--- config.mk ---
export PLATFORM = sky130hd
export DESIGN_NAME = bcd_display_scanner
export DESIGN_NICKNAME = d
export VERILOG_FILES = /design/src/rtl/seg7_pkg.sv /design/src/rtl/bcd_to_seg7.sv /design/src/rtl/bcd_display_scanner.sv
export SDC_FILE = /design/constraint.sdc
export NUM_CORES = 1
export LEC_CHECK = 0
export ABC_AREA = 1
export CAP_MARGIN = 20
export CELL_PAD_IN_SITES_DETAIL_PLACEMENT = 0
export CELL_PAD_IN_SITES_GLOBAL_PLACEMENT = 1
export CORE_UTILIZATION = 42
export CTS_BUF_LIST = sky130_fd_sc_hd__clkbuf_4 sky130_fd_sc_hd__clkbuf_8
export DETAILED_ROUTE_END_ITERATION = 8
export PLACE_DENSITY_LB_ADDON = 0.1
export SETUP_SLACK_MARGIN = 0.4
export SYNTH_ARGS = -nofsm -noshare
export SYNTH_HDL_FRONTEND = slang
export SYNTH_SLANG_ARGS = --single-unit
--- constraint.sdc ---
create_clock -name clk -period 2.6 [get_ports clk]
set_clock_uncertainty 0.05 [all_clocks]
set_input_delay 0.39 -clock clk [delete_from_list [all_inputs] [get_ports clk]]
set_output_delay 0.39 -clock clk [all_outputs]
set_load 0.02 [all_outputs]
--- src/rtl/seg7_pkg.sv ---
// Seven-segment constants shared by the BCD encoder and the display scanner.
// Patterns are active-high in {g,f,e,d,c,b,a} order; polarity is applied at the top level only.
package seg7_pkg;
  localparam int DIGIT_W = 4;

  localparam logic [6:0] SEG_0     = 7'h3F;
  localparam logic [6:0] SEG_1     = 7'h06;
  localparam logic [6:0] SEG_2     = 7'h5B;
  localparam logic [6:0] SEG_3     = 7'h4F;
  localparam logic [6:0] SEG_4     = 7'h66;
  localparam logic [6:0] SEG_5     = 7'h6D;
  localparam logic [6:0] SEG_6     = 7'h7D;
  localparam logic [6:0] SEG_7     = 7'h07;
  localparam logic [6:0] SEG_8     = 7'h7F;
  localparam logic [6:0] SEG_9     = 7'h6F;
  localparam logic [6:0] SEG_DASH  = 7'h40;
  localparam logic [6:0] SEG_BLANK = 7'h00;
endpackage

--- src/rtl/bcd_to_seg7.sv ---
// Combinational BCD digit to active-high 7-segment pattern.
// Nibbles 10..15 are not decimal digits and show a dash.
module bcd_to_seg7
  import seg7_pkg::*;
(
  input  logic [DIGIT_W-1:0] bcd,
  output logic [6:0]         seg
);

  always_comb begin
    seg = SEG_DASH;
    case (bcd)
      4'd0: seg = SEG_0;
      4'd1: seg = SEG_1;
      4'd2: seg = SEG_2;
      4'd3: seg = SEG_3;
      4'd4: seg = SEG_4;
      4'd5: seg = SEG_5;
      4'd6: seg = SEG_6;
      4'd7: seg = SEG_7;
      4'd8: seg = SEG_8;
      4'd9: seg = SEG_9;
      default: seg = SEG_DASH;
    endcase
  end

endmodule

--- src/rtl/bcd_display_scanner.sv ---
// Time-multiplexed 7-segment scanner with a guard cycle per slot and leading-zero blanking.
// New digits are staged in a pending register and only reach the display at a frame boundary.
module bcd_display_scanner
  import seg7_pkg::*;
#(
  parameter int NUM_DIGITS       = 4,
  parameter int REFRESH_DIV      = 4,
  parameter int SEG_ACTIVE_LOW   = 1,
  parameter int ANODE_ACTIVE_LOW = 1
) (
  input  logic                            clk,
  input  logic                            reset,
  input  logic [DIGIT_W*NUM_DIGITS-1:0]   digits_in,
  input  logic                            valid,
  input  logic [NUM_DIGITS-1:0]           dp_in,
  input  logic                            blank_lz,
  output logic [6:0]                      seg,
  output logic                            dp,
  output logic [NUM_DIGITS-1:0]           anode,
  output logic [$clog2(NUM_DIGITS)-1:0]   digit_idx
);

  localparam int   IDX_W     = $clog2(NUM_DIGITS);
  localparam int   PRE_W     = $clog2(REFRESH_DIV);
  localparam int   DW        = DIGIT_W * NUM_DIGITS;
  localparam logic SEG_INV   = (SEG_ACTIVE_LOW != 0);
  localparam logic ANODE_INV = (ANODE_ACTIVE_LOW != 0);

  logic [PRE_W-1:0]      pre_q, pre_d;
  logic [IDX_W-1:0]      idx_q, idx_d;
  logic [DW-1:0]         disp_dig_q, disp_dig_d;
  logic [NUM_DIGITS-1:0] disp_dp_q, disp_dp_d;
  logic [DW-1:0]         pend_dig_q, pend_dig_d;
  logic [NUM_DIGITS-1:0] pend_dp_q, pend_dp_d;
  logic                  pend_flag_q, pend_flag_d;
  logic [6:0]            seg_q, seg_d;
  logic                  dp_q, dp_d;
  logic [NUM_DIGITS-1:0] anode_q, anode_d;
  logic [IDX_W-1:0]      digit_idx_q, digit_idx_d;

  logic                  tick, frame_end;
  logic [DIGIT_W-1:0]    cur_dig;
  logic                  cur_dp, cur_supp, zero_run;
  logic [6:0]            enc, seg_raw;
  logic [NUM_DIGITS-1:0] an_raw;

  always_comb begin
    tick      = (pre_q == PRE_W'(REFRESH_DIV - 1));
    frame_end = tick && (idx_q == IDX_W'(NUM_DIGITS - 1));
    pre_d     = tick ? '0 : pre_q + PRE_W'(1);
    idx_d     = idx_q;
    if (tick) idx_d = frame_end ? '0 : idx_q + IDX_W'(1);

    pend_dig_d  = valid ? digits_in : pend_dig_q;
    pend_dp_d   = valid ? dp_in : pend_dp_q;
    pend_flag_d = valid || pend_flag_q;
    disp_dig_d  = disp_dig_q;
    disp_dp_d   = disp_dp_q;
    // A write landing on the boundary cycle bypasses pending so it is not a frame late.
    if (frame_end) begin
      pend_flag_d = 1'b0;
      if (valid) begin
        disp_dig_d = digits_in;
        disp_dp_d  = dp_in;
      end else if (pend_flag_q) begin
        disp_dig_d = pend_dig_q;
        disp_dp_d  = pend_dp_q;
      end
    end
  end

  // Walk from the most significant digit down so zero_run means "this and all above are 0".
  always_comb begin
    cur_dig  = '0;
    cur_dp   = 1'b0;
    cur_supp = 1'b0;
    zero_run = 1'b1;
    for (int k = NUM_DIGITS - 1; k >= 0; k--) begin
      zero_run = zero_run && (disp_dig_q[DIGIT_W*k +: DIGIT_W] == '0);
      if (idx_q == IDX_W'(k)) begin
        cur_dig  = disp_dig_q[DIGIT_W*k +: DIGIT_W];
        cur_dp   = disp_dp_q[k];
        cur_supp = blank_lz && zero_run && (k != 0);
      end
    end
  end

  bcd_to_seg7 u_bcd_to_seg7 (
    .bcd (cur_dig),
    .seg (enc)
  );

  always_comb begin
    seg_raw     = cur_supp ? SEG_BLANK : enc;
    an_raw      = (pre_q == '0) ? '0 : (NUM_DIGITS'(1) << idx_q);
    seg_d       = seg_raw ^ {7{SEG_INV}};
    dp_d        = (cur_dp && !cur_supp) ^ SEG_INV;
    anode_d     = an_raw ^ {NUM_DIGITS{ANODE_INV}};
    digit_idx_d = idx_q;
  end

  always_ff @(posedge clk) begin
    if (reset) begin
      pre_q       <= '0;
      idx_q       <= '0;
      disp_dig_q  <= '0;
      disp_dp_q   <= '0;
      pend_dig_q  <= '0;
      pend_dp_q   <= '0;
      pend_flag_q <= 1'b0;
      seg_q       <= {7{SEG_INV}};
      dp_q        <= SEG_INV;
      anode_q     <= {NUM_DIGITS{ANODE_INV}};
      digit_idx_q <= '0;
    end else begin
      pre_q       <= pre_d;
      idx_q       <= idx_d;
      disp_dig_q  <= disp_dig_d;
      disp_dp_q   <= disp_dp_d;
      pend_dig_q  <= pend_dig_d;
      pend_dp_q   <= pend_dp_d;
      pend_flag_q <= pend_flag_d;
      seg_q       <= seg_d;
      dp_q        <= dp_d;
      anode_q     <= anode_d;
      digit_idx_q <= digit_idx_d;
    end
  end

  assign seg       = seg_q;
  assign dp        = dp_q;
  assign anode     = anode_q;
  assign digit_idx = digit_idx_q;

endmodule
==> impl_metrics.env, run 1 <==
# flow metrics
export IMPL_initial_utilization=0.433
export IMPL_topRoutingLayerUsed="met4"
export IMPL_outcome="completed"
export IMPL_synth_cellmix_xorXnorShare=0.00341
export IMPL_critical_path_arrival_ns=2.13
export IMPL_dpl_cell_area_um2=2970
export IMPL_grt_busiest_layer="met2"
export IMPL_grt_antenna_before_repair=0
export IMPL_first_global_vias=1782
export IMPL_place_hpwl_mm=3.34
export IMPL_power_ir_vdd_worst_mv=0.323
export IMPL_synthAoiAreaFrac=0.132
export IMPL_crit_chain="inv_1 > ha_2 > a21oi_1 > nand2_1 > a21boi_4 > inv_1 > ha_1 > inv_1 > nand3_1 > nand3_1 > nand3_1"
export IMPL_gpl_final_weighted_congestion=0.749
export IMPL_p_per_area_nw_per_um2=621
export IMPL_final_common_cell="sky130_fd_sc_hd__nor2_1"
export IMPL_flop_count=59
export IMPL_slowest_cell_on_the_critical_path="sky130_fd_sc_hd__dfxtp_1"
export IMPL_layout_nonclk_buf_frac=0.126
export IMPL_synth_top_area_share=0.460
export IMPL_ys_ff=59
export IMPL_nFillCells=591
export IMPL_syn_area_um2=2560
export IMPL_layoutNonFillerInstCount=404
export IMPL_power_switching_fraction=0.236
export IMPL_syn_area_per_cell_um2=8.94
export IMPL_clockNetworkAreaShare=0.0624
export IMPL_sequentialPower_mw=0.953
export IMPL_cts_sinks=59
export IMPL_ff2ff_setup_slack_ns=0.64
export IMPL_chip_area_um2=6420
export IMPL_synth_seq_area_share=0.460
export IMPL_netlist_instances=287
export IMPL_cp_slowest_stage_delay_ns=0.40
export IMPL_comb_area_share=0.382
export IMPL_start_of_the_worst_register_to_register_path="digit_idx_d[0]$_SDFFE_PP0P_"
export IMPL_path_buffers=3
export IMPL_syn_num_nets=322
export IMPL_portBuffers=37
export IMPL_gr_total_overflow=0
export IMPL_r2r_cells=11
export IMPL_min_path_cells=1
export IMPL_postSynth_asyncResetShare=0
export IMPL_wire_length_of_the_first_global_routing_pass_mm=8.20
export IMPL_hold_end="pre_q[0]$_SDFF_PP0_"
export IMPL_postRouteWirelength_mm=4.88
export IMPL_power_switching_mw=0.467
export IMPL_finalHoldViolCount=0
export IMPL_inv_count=24
export IMPL_worst_flop_to_flop_path_endpoint="seg[0]$_SDFF_PP1_"
export IMPL_netlist_top_cells_count="sky130_fd_sc_hd__nor2_1 (63), sky130_fd_sc_hd__dfxtp_1 (59), sky130_fd_sc_hd__nand2_1 (36)"
export IMPL_finish_net_count=359
export IMPL_timing_hold_worst_class="register to register"
export IMPL_setup_tns_final_ns=0
export IMPL_chipHeight_um=80.1
export IMPL_power_combinational_total_mw=0.219
export IMPL_criticalPathCategory="register to register"
export IMPL_yosys_stat_area_um2=2560
export IMPL_cts_buffers_inserted=9
export IMPL_drt_first_iter_violations=34
export IMPL_first_pass_iters=4
export IMPL_detailroute_wirelength_met2_mm=2.23
export IMPL_power_share_combinational=0.111
export IMPL_final_period_minus_worst_setup_slack_ns=1.96
export IMPL_enable_flop_cells=0
export IMPL_final_max_slew_violation_count=0
export IMPL_routed_wl_met3_um=177
export IMPL_antennaDiodeCount=0
export IMPL_worst_slew_pin_slew_ns=0.584
export IMPL_taps=75
export IMPL_cts_hold_buf=0
export IMPL_muxShareOfSynthArea=0.0780
export IMPL_overall_global_routing_usage=0.171
export IMPL_mi_logic_area_um2=1220
export IMPL_synth_top_cells_by_area="sky130_fd_sc_hd__dfxtp_1 (46%), sky130_fd_sc_hd__a211oi_2 (9.8%), sky130_fd_sc_hd__nor2_1 (9.2%)"
export IMPL_hold_path_startpoint="pre_q[0]$_SDFF_PP0_"
export IMPL_worstSetupStartpointType="register"
export IMPL_postRouteAntennaNets=0
export IMPL_largest_logic_family="simple AND/OR/NAND/NOR gates"
export IMPL_maxPowerGroup="sequential cells"
export IMPL_vias_per_cell=4.69
export IMPL_warnings_synthesis=0
export IMPL_clkTransAtPathRegs_ns=0.06
export IMPL_power_report_internal_total_mw=1.51
export IMPL_avgRoutedWirePerCell_um=12.1
export IMPL_num_multi_input_gates=190
export IMPL_grt_met2_usage=0.263
export IMPL_netlist_top_cell_by_instances="sky130_fd_sc_hd__nor2_1"
export IMPL_wl_met1_mm=2.40
-- run 1: worst max path at each step --
stage / slack [ns] / endpoint / start
after floorplan: 0.71 / seg[0]$_SDFF_PP1_ / digit_idx_d[0]$_SDFFE_PP0P_
after global placement: 0.47 / seg[3]$_SDFF_PP1_ / digit_idx_d[1]$_SDFFE_PP0P_
after detailed placement: 0.38 / seg[0]$_SDFF_PP1_ / digit_idx_d[1]$_SDFFE_PP0P_
after CTS: 0.50 / seg[0]$_SDFF_PP1_ / digit_idx_d[1]$_SDFFE_PP0P_
after global routing: 0.43 / seg[0]$_SDFF_PP1_ / digit_idx_d[1]$_SDFFE_PP0P_
final: 0.64 / seg[0]$_SDFF_PP1_ / digit_idx_d[0]$_SDFFE_PP0P_
-- run 1: stage by stage --
stage | hold slack, ns | util | power (mW)
2_1_floorplan | 0.377 | - | 1.11
3_3_place_gp | 0.392 | 0.501 | 1.19
3_5_place_dp | 0.397 | 0.501 | 1.19
4_1_cts | 0.409 | 0.535 | 2.01
5_1_grt | 0.443 | 0.538 | 2.07
6_report | 0.410 | 0.538 | 1.98
-- run 1: worst register-to-register path: stages (launching register included) --
cell	delay, ns
sky130_fd_sc_hd__dfxtp_1	0.40
sky130_fd_sc_hd__inv_1	0.11
sky130_fd_sc_hd__ha_2	0.24
sky130_fd_sc_hd__a21oi_1	0.15
sky130_fd_sc_hd__nand2_1	0.10
sky130_fd_sc_hd__a21boi_4	0.20
sky130_fd_sc_hd__inv_1	0.09
sky130_fd_sc_hd__ha_1	0.20
sky130_fd_sc_hd__inv_1	0.05
sky130_fd_sc_hd__nand3_1	0.09
sky130_fd_sc_hd__nand3_1	0.09
sky130_fd_sc_hd__nand3_1	0.07
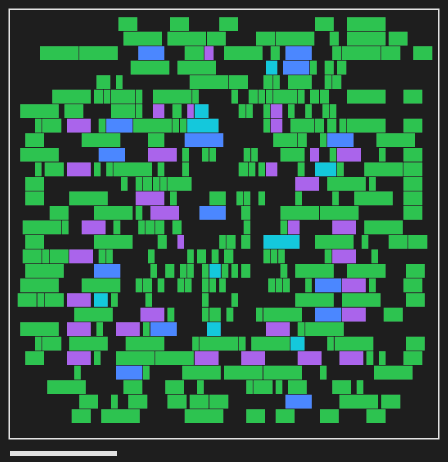
**Above:** run 1 (cell sizes after repair).
The bar under the picture is 20 µm long.
[x1 and smaller] green | cells: 274 | share: 83% | most used: nor2_1
[x3 and x4] cyan | cells: 9 | share: 2.7%
[x2] purple | cells: 32 | share: 9.7% | most used: a211oi_2
[x6 and larger] blue | cells: 14 | share: 4.3% | most used: clkbuf_8
layout overhead on the synthesized area: 24.2%
Non-CTS buffers: 40
minimum setup slack in the final design: 0.644 ns

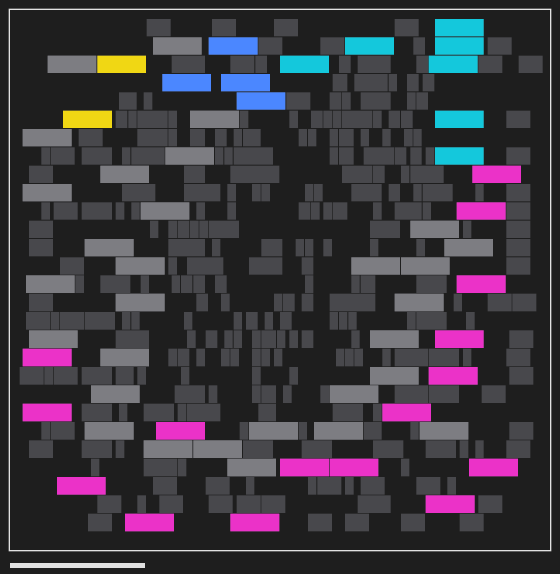
**Above:** run 1 (sequential cells coloured by netlist name).
The bar under the picture is 20 µm long.
[`pre_q`] yellow | sequential cells: 2
[`pend_dig_q`] magenta | sequential cells: 16
[`seg`] cyan | sequential cells: 7 | where: top right
[`anode`] blue | sequential cells: 4 | where: top middle
not coloured: 30
Flop area: 1180 µm²
sequential fraction of total cell area: 0.371

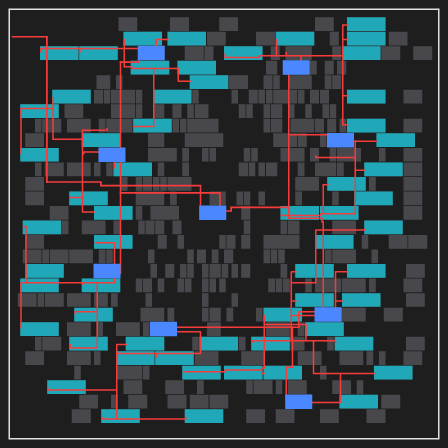
**Above:** run 1 (clock network drawn from the DEF).
[flip-flops] cyan | count: 59
[clock-net drivers] blue | count: 9
[clock wires] red | length: 786 µm
flops lie: spread over the die
routed clock nets: 10
Clk pwr share: 0.408
power in the clock group: 0.808 mW
insertion delay to the later sink of the worst-skew pair: 0.34 ns

--- run 2 (diff from run 1) ---
--- a/config.mk
+++ b/config.mk
@@ -9,7 +9,7 @@
 export CAP_MARGIN = 20
 export CELL_PAD_IN_SITES_DETAIL_PLACEMENT = 0
 export CELL_PAD_IN_SITES_GLOBAL_PLACEMENT = 1
-export CORE_UTILIZATION = 42
+export CORE_UTILIZATION = 38
 export CTS_BUF_LIST = sky130_fd_sc_hd__clkbuf_4 sky130_fd_sc_hd__clkbuf_8
 export DETAILED_ROUTE_END_ITERATION = 8
 export PLACE_DENSITY_LB_ADDON = 0.1
==> constraint.sdc (replaced) <==
create_clock -name clk -period 1.74 [get_ports clk]
set_clock_uncertainty 0.05 [all_clocks]
set_input_delay 0.261 -clock clk [delete_from_list [all_inputs] [get_ports clk]]
set_output_delay 0.261 -clock clk [all_outputs]
set_load 0.02 [all_outputs]
==> impl_metrics.env, run 2 <==
# flow metrics
export IMPL_gpl_final_weighted_congestion=0.777
export IMPL_min_path_cells=2
export IMPL_clkLatencyLatePin_ns=0.33
export IMPL_cts_hold_buf=0
export IMPL_yosys_stat_area_um2=2560
export IMPL_mi_logic_area_um2=1330
export IMPL_area_growth_synth_to_final_pct=40.5
export IMPL_final_common_cell="sky130_fd_sc_hd__nor2_1"
export IMPL_power_report_internal_total_mw=2.34
export IMPL_vias_per_cell=4.77
export IMPL_synth_cellmix_xorXnorShare=0.00341
export IMPL_gr_total_overflow=0
export IMPL_initial_utilization=0.399
export IMPL_worst_flop_to_flop_path_endpoint="seg[4]$_SDFF_PP1_"
export IMPL_warnings_synthesis=0
export IMPL_outcome="finished with violations"
export IMPL_final_max_slew_violation_count=0
export IMPL_finalSetupViolations=3
export IMPL_postRouteWirelength_mm=5.71
export IMPL_netlist_top_cells_count="sky130_fd_sc_hd__nor2_1 (63), sky130_fd_sc_hd__dfxtp_1 (59), sky130_fd_sc_hd__nand2_1 (36)"
export IMPL_power_switching_mw=0.744
export IMPL_critical_path_arrival_ns=1.97
export IMPL_worstSetupStartpointType="register"
export IMPL_timing_hold_worst_class="input pin to register"
export IMPL_place_hpwl_mm=3.65
export IMPL_first_pass_iters=6
export IMPL_synth_top_cells_by_area="sky130_fd_sc_hd__dfxtp_1 (46%), sky130_fd_sc_hd__a211oi_2 (9.8%), sky130_fd_sc_hd__nor2_1 (9.2%)"
export IMPL_final_critical_path_setup_slack_ns=-0.0492
export IMPL_setup_tns_final_ns=-0.0993
export IMPL_power_switching_fraction=0.241
export IMPL_finalHoldViolCount=0
export IMPL_drc_viols=10
export IMPL_antennaDiodeCount=0
export IMPL_violations="design-rule violations, negative setup slack"
export IMPL_final_period_minus_worst_setup_slack_ns=1.79
export IMPL_nFillCells=594
export IMPL_postRouteAntennaNets=0
export IMPL_fin_total_pwr_mw=3.08
export IMPL_largest_logic_family="simple AND/OR/NAND/NOR gates"
export IMPL_p_per_area_nw_per_um2=856
export IMPL_synthAoiAreaFrac=0.132
export IMPL_clkTransAtPathRegs_ns=0.07
[run 2: cell counts after synthesis]
Identical to the previous run, type by type.
[run 2: area by class of cell]
class / instances / area share
multi-input combinational: 190 / 0.368
sequential: 59 / 0.330
timing repair buffer: 69 / 0.190
clock buffer: 12 / 0.0441
inverter: 24 / 0.0285
tap: 77 / 0.0267
clock inverter: 4 / 0.0135
[run 2: what timing repair did]
| item | CTS | global route |
|---|---|---|
| cloned | 3 | 0 |
| setup endpoints to repair | 42 | 28 |
| pin swaps | 12 | 8 |
| buffers inserted | 8 | 3 |
| resized | 35 | 10 |
| hold endpoints to repair | 0 | 0 |
[run 2: stage by stage]
stage / setup slack, ns / instances
6_report: -0.0492 / 435
5_1_grt: -0.164 / 435
4_1_cts: 0.0193 / 432
3_5_place_dp: -0.0951 / 405
3_3_place_gp: -0.0407 / 405
2_1_floorplan: 0.0533 / 287
[run 2: per-layer routing]
| metal | wire [µm] | vias up | global-route usage |
|---|---|---|---|
| met3 | 200 | 13 | 0.0492 |
| li1 | - | 1071 | - |
| met5 | 0 | - | 0 |
| met2 | 2680 | 33 | 0.279 |
| met1 | 2700 | 957 | 0.227 |
| met4 | 126 | 0 | 0.0815 |
[run 2: power by group through the flow]
stage	Clock, mW	Combinational, mW	Sequential, mW
floorplan	0	0.189	1.48
global placement	0	0.360	1.45
detailed placement	0	0.362	1.45
CTS	1.32	0.377	1.42
global route	1.38	0.425	1.43
finish	1.28	0.385	1.42
[run 2: cell families after synthesis]
kind of cell / Yosys count
AND-OR/OR-AND: 34
XOR/XNOR: 1
adder cells (fa/ha/maj): 11
buffers and inverters: 38
flip-flops: 59
multiplexers: 20
AND/OR/NAND/NOR: 124
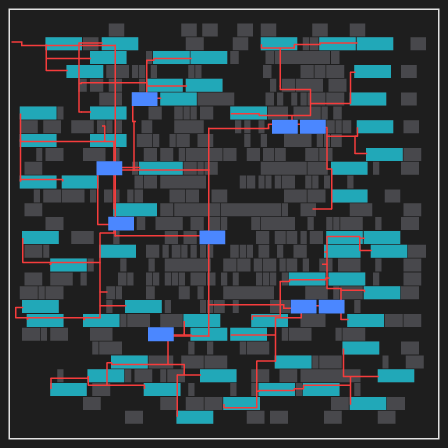
**Above:** run 2 (clock network drawn from the DEF).
[clock wires] red | length: 763 µm
[flip-flops] cyan | count: 59
[clock-net drivers] blue | count: 9
flops lie: spread over the die
routed clock nets: 10
Clk pwr share: 0.414
power in the clock group: 1.28 mW

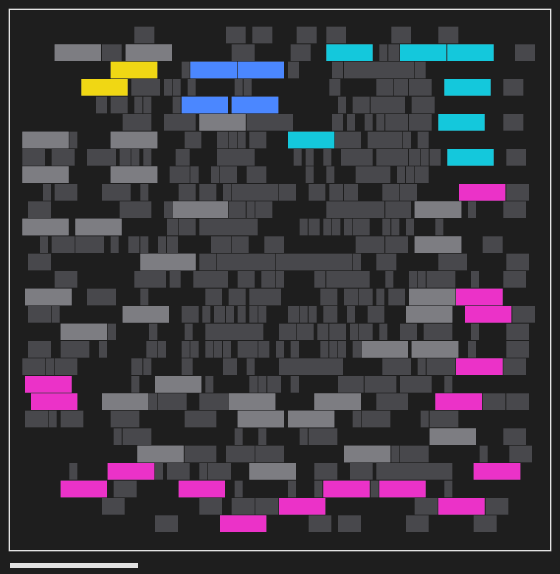
**Above:** run 2 (sequential cells coloured by netlist name).
The bar under the picture is 20 µm long.
[`seg`] cyan | sequential cells: 7 | where: top right
[`anode`] blue | sequential cells: 4 | where: top middle
[`pend_dig_q`] magenta | sequential cells: 16
[`pre_q`] yellow | sequential cells: 2
not coloured: 30
flip-flop and latch power: 1.42 mW
Flop area: 1190 µm²
Finished Core Util: 0.561
sequential fraction of total cell area: 0.330

--- run 3 (diff from run 2) ---
--- a/config.mk
+++ b/config.mk
@@ -6,6 +6,7 @@
 export NUM_CORES = 1
 export LEC_CHECK = 0
 export ABC_AREA = 1
+export ABC_CLOCK_PERIOD_IN_PS = 1740
 export CAP_MARGIN = 20
 export CELL_PAD_IN_SITES_DETAIL_PLACEMENT = 0
 export CELL_PAD_IN_SITES_GLOBAL_PLACEMENT = 1
==> impl_metrics.env, run 3 <==
# flow metrics
export IMPL_outcome="finished with violations"
export IMPL_violations="design-rule violations, negative setup slack"
export IMPL_wire_length_of_the_first_global_routing_pass_mm=9.67
export IMPL_place_inst=405
export IMPL_clockBufferDepth=2
export IMPL_number_of_cells_in_the_yosys_synthesis_report=287
export IMPL_clkTransAtPathRegs_ns=0.07
export IMPL_dp_slack_ns=-0.0951
export IMPL_dpl_cell_area_um2=3120
export IMPL_final_period_minus_worst_setup_slack_ns=1.79
export IMPL_postSynth_asyncResetShare=0
export IMPL_final_common_cell="sky130_fd_sc_hd__nor2_1"
export IMPL_die_width_um=84.2
export IMPL_postCtsResizedCells=35
export IMPL_first_pass_iters=6
export IMPL_cts_sinks=59
export IMPL_final_max_slew_violation_count=0
export IMPL_criticalPathCategory="register to register"
export IMPL_drv_max_cap_violation_count=0
export IMPL_enable_flop_cells=0
export IMPL_synth_top_cells_by_area="sky130_fd_sc_hd__dfxtp_1 (46%), sky130_fd_sc_hd__a211oi_2 (9.8%), sky130_fd_sc_hd__nor2_1 (9.2%)"
export IMPL_netlist_top_cells_count="sky130_fd_sc_hd__nor2_1 (63), sky130_fd_sc_hd__dfxtp_1 (59), sky130_fd_sc_hd__nand2_1 (36)"
export IMPL_synth_top_flop_cell="sky130_fd_sc_hd__dfxtp_1"
export IMPL_vias_per_cell=4.77
export IMPL_tritoncts_clock_tree="yes"
export IMPL_finalSetupViolations=3
export IMPL_worstSetupStartpointType="register"
export IMPL_clock_root_buffer="sky130_fd_sc_hd__clkbuf_8"
export IMPL_p_per_area_nw_per_um2=856
export IMPL_setup_tns_final_ns=-0.0993
export IMPL_gpl_final_weighted_congestion=0.777
export IMPL_max_slew_margin=0.772
export IMPL_cp_slowest_stage_delay_ns=0.39
export IMPL_timing_final_crit_share=1.03
export IMPL_gr_total_overflow=0
export IMPL_timing_hold_worst_class="input pin to register"
export IMPL_initial_utilization=0.399
export IMPL_finalHoldViolCount=0
export IMPL_postCtsSetupRepairBufs=8
export IMPL_finish_net_count=388
export IMPL_chipHeight_um=84.2
export IMPL_floorplan_core_area_um2=6420
export IMPL_via_count=2074
export IMPL_warnings_synthesis=0
export IMPL_critical_path_arrival_ns=1.97
export IMPL_postRouteAntennaNets=0
export IMPL_final_core_utilization=0.561
export IMPL_worst_slew_pin_slew_ns=0.342
export IMPL_chip_area_um2=7080
export IMPL_layoutNonFillerInstCount=435
export IMPL_io_pins=38
export IMPL_antennaDiodeCount=0
export IMPL_cts_hold_buf=0
export IMPL_cts_buffers_inserted=9
export IMPL_netlist_instances=287
export IMPL_log_warning_count=37
export IMPL_peak_clock_frequency_supported_by_timing_mhz=559
export IMPL_final_cell_mix="sky130_fd_sc_hd__nor2_1 (61), sky130_fd_sc_hd__dfxtp_1 (57), sky130_fd_sc_hd__nand2_1 (32)"
export IMPL_grt_antenna_before_repair=0
export IMPL_drt_first_iter_violations=70
export IMPL_yosys_stat_area_um2=2560
export IMPL_place_hpwl_mm=3.65
export IMPL_drc_viols=10
export IMPL_largest_area_cell="sky130_fd_sc_hd__dfxtp_1"
export IMPL_postRouteWirelength_mm=5.71
export IMPL_final_critical_path_setup_slack_ns=-0.0492
export IMPL_syn_num_nets=322
export IMPL_overall_global_routing_usage=0.177
export IMPL_crit_chain="inv_6 > ha_4 > a21oi_2 > nand2_2 > a21boi_4 > ha_2 > nand3_2 > nand2_1 > inv_1 > nor2_1 > nand2_1"
export IMPL_maximum_number_of_pins_on_one_net_before_global_route_repair=28
export IMPL_fin_total_pwr_mw=3.08
## run 3: kinds of logic (layout without fill, tap and decap cells)
logic type,count (synthesis),in the layout,synth area share
AND/OR/NAND/NOR,124,124,0.200
buffers and inverters,38,109,0.0732
AND-OR/OR-AND,34,34,0.132
XOR/XNOR,1,1,0.00342
multiplexers,20,20,0.0780
flip-flops,59,59,0.460
adder cells (fa/ha/maj),11,11,0.0537
## run 3: cell type report
type,count,area [µm²]
Clock inverter,4,48.8
Timing Repair Buffer,69,683
Clock buffer,12,159
Multi-Input combinational cell,190,1330
Tap cell,77,96.3
Fill cell,594,2820
Sequential cell,59,1190
Inverter,24,103
## run 3: critical path: cells and delay by family (launching register included)
kind / cells / cell delay (ns)
flops: 1 / 0.39
buf+inv: 2 / 0.09
fa+ha+maj: 2 / 0.39
compound gates: 2 / 0.40
simple gates: 5 / 0.37
## run 3: final timing paths
kind	startpoint	end	cells past startpoint
worst max register to register	digit_idx_d[0]$_SDFFE_PP0P_	seg[4]$_SDFF_PP1_	11
worst max-delay path	digit_idx_d[0]$_SDFFE_PP0P_	seg[4]$_SDFF_PP1_	11
worst min register to register	pre_q[0]$_SDFF_PP0_	pre_q[0]$_SDFF_PP0_	1
worst min-delay path	reset	digit_idx[0]$_SDFF_PP0_	2
## run 3: report_power, final
part / switching, mW / total, mW / internal [mW] / leakage (nW)
Sequential: 0.0182 / 1.42 / 1.40 / 0.485
Combinational: 0.203 / 0.385 / 0.183 / 1.00
Clock: 0.523 / 1.28 / 0.753 / 0.110
Total: 0.744 / 3.08 / 2.34 / 1.59
## run 3: metal layers
layer,global-route usage,vias to the layer above,part of all wire
met4,0.0815,0,0.022
met5,0,-,0
li1,-,1071,-
met2,0.279,33,0.47
met3,0.0492,13,0.035
met1,0.227,957,0.47
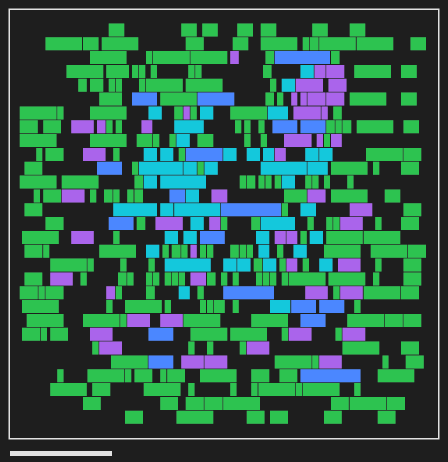
**Above:** run 3 (cell sizes after repair).
The bar under the picture is 20 µm long.
[x3 and x4] cyan | cells: 43 | share: 12% | most used: buf_4
[x6 and larger] blue | cells: 18 | share: 5.0% | most used: clkbuf_8
[x2] purple | cells: 48 | share: 13% | most used: a211oi_2
[x1 and smaller] green | cells: 249 | share: 70% | most used: nor2_1
minimum setup slack in the final design: -0.0492 ns
Non-CTS buffers: 69
summed area of non-filler cells in the final layout: 3600 µm²
layout overhead on the synthesized area: 40.5%

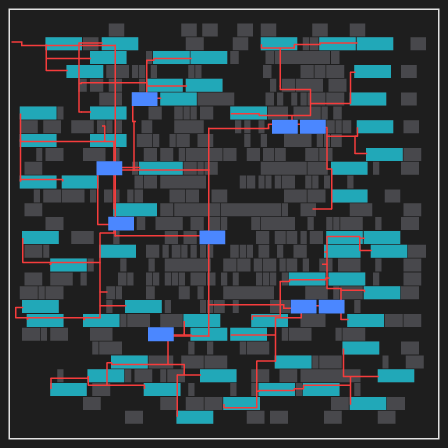
**Above:** run 3 (clock network drawn from the DEF).
[clock wires] red | length: 763 µm
[clock-net drivers] blue | count: 9
[flip-flops] cyan | count: 59
routed clock nets: 10
flops lie: spread over the die
insertion delay to the later sink of the worst-skew pair: 0.33 ns

No activity file was given, so power comes from the tool's default toggle rates.
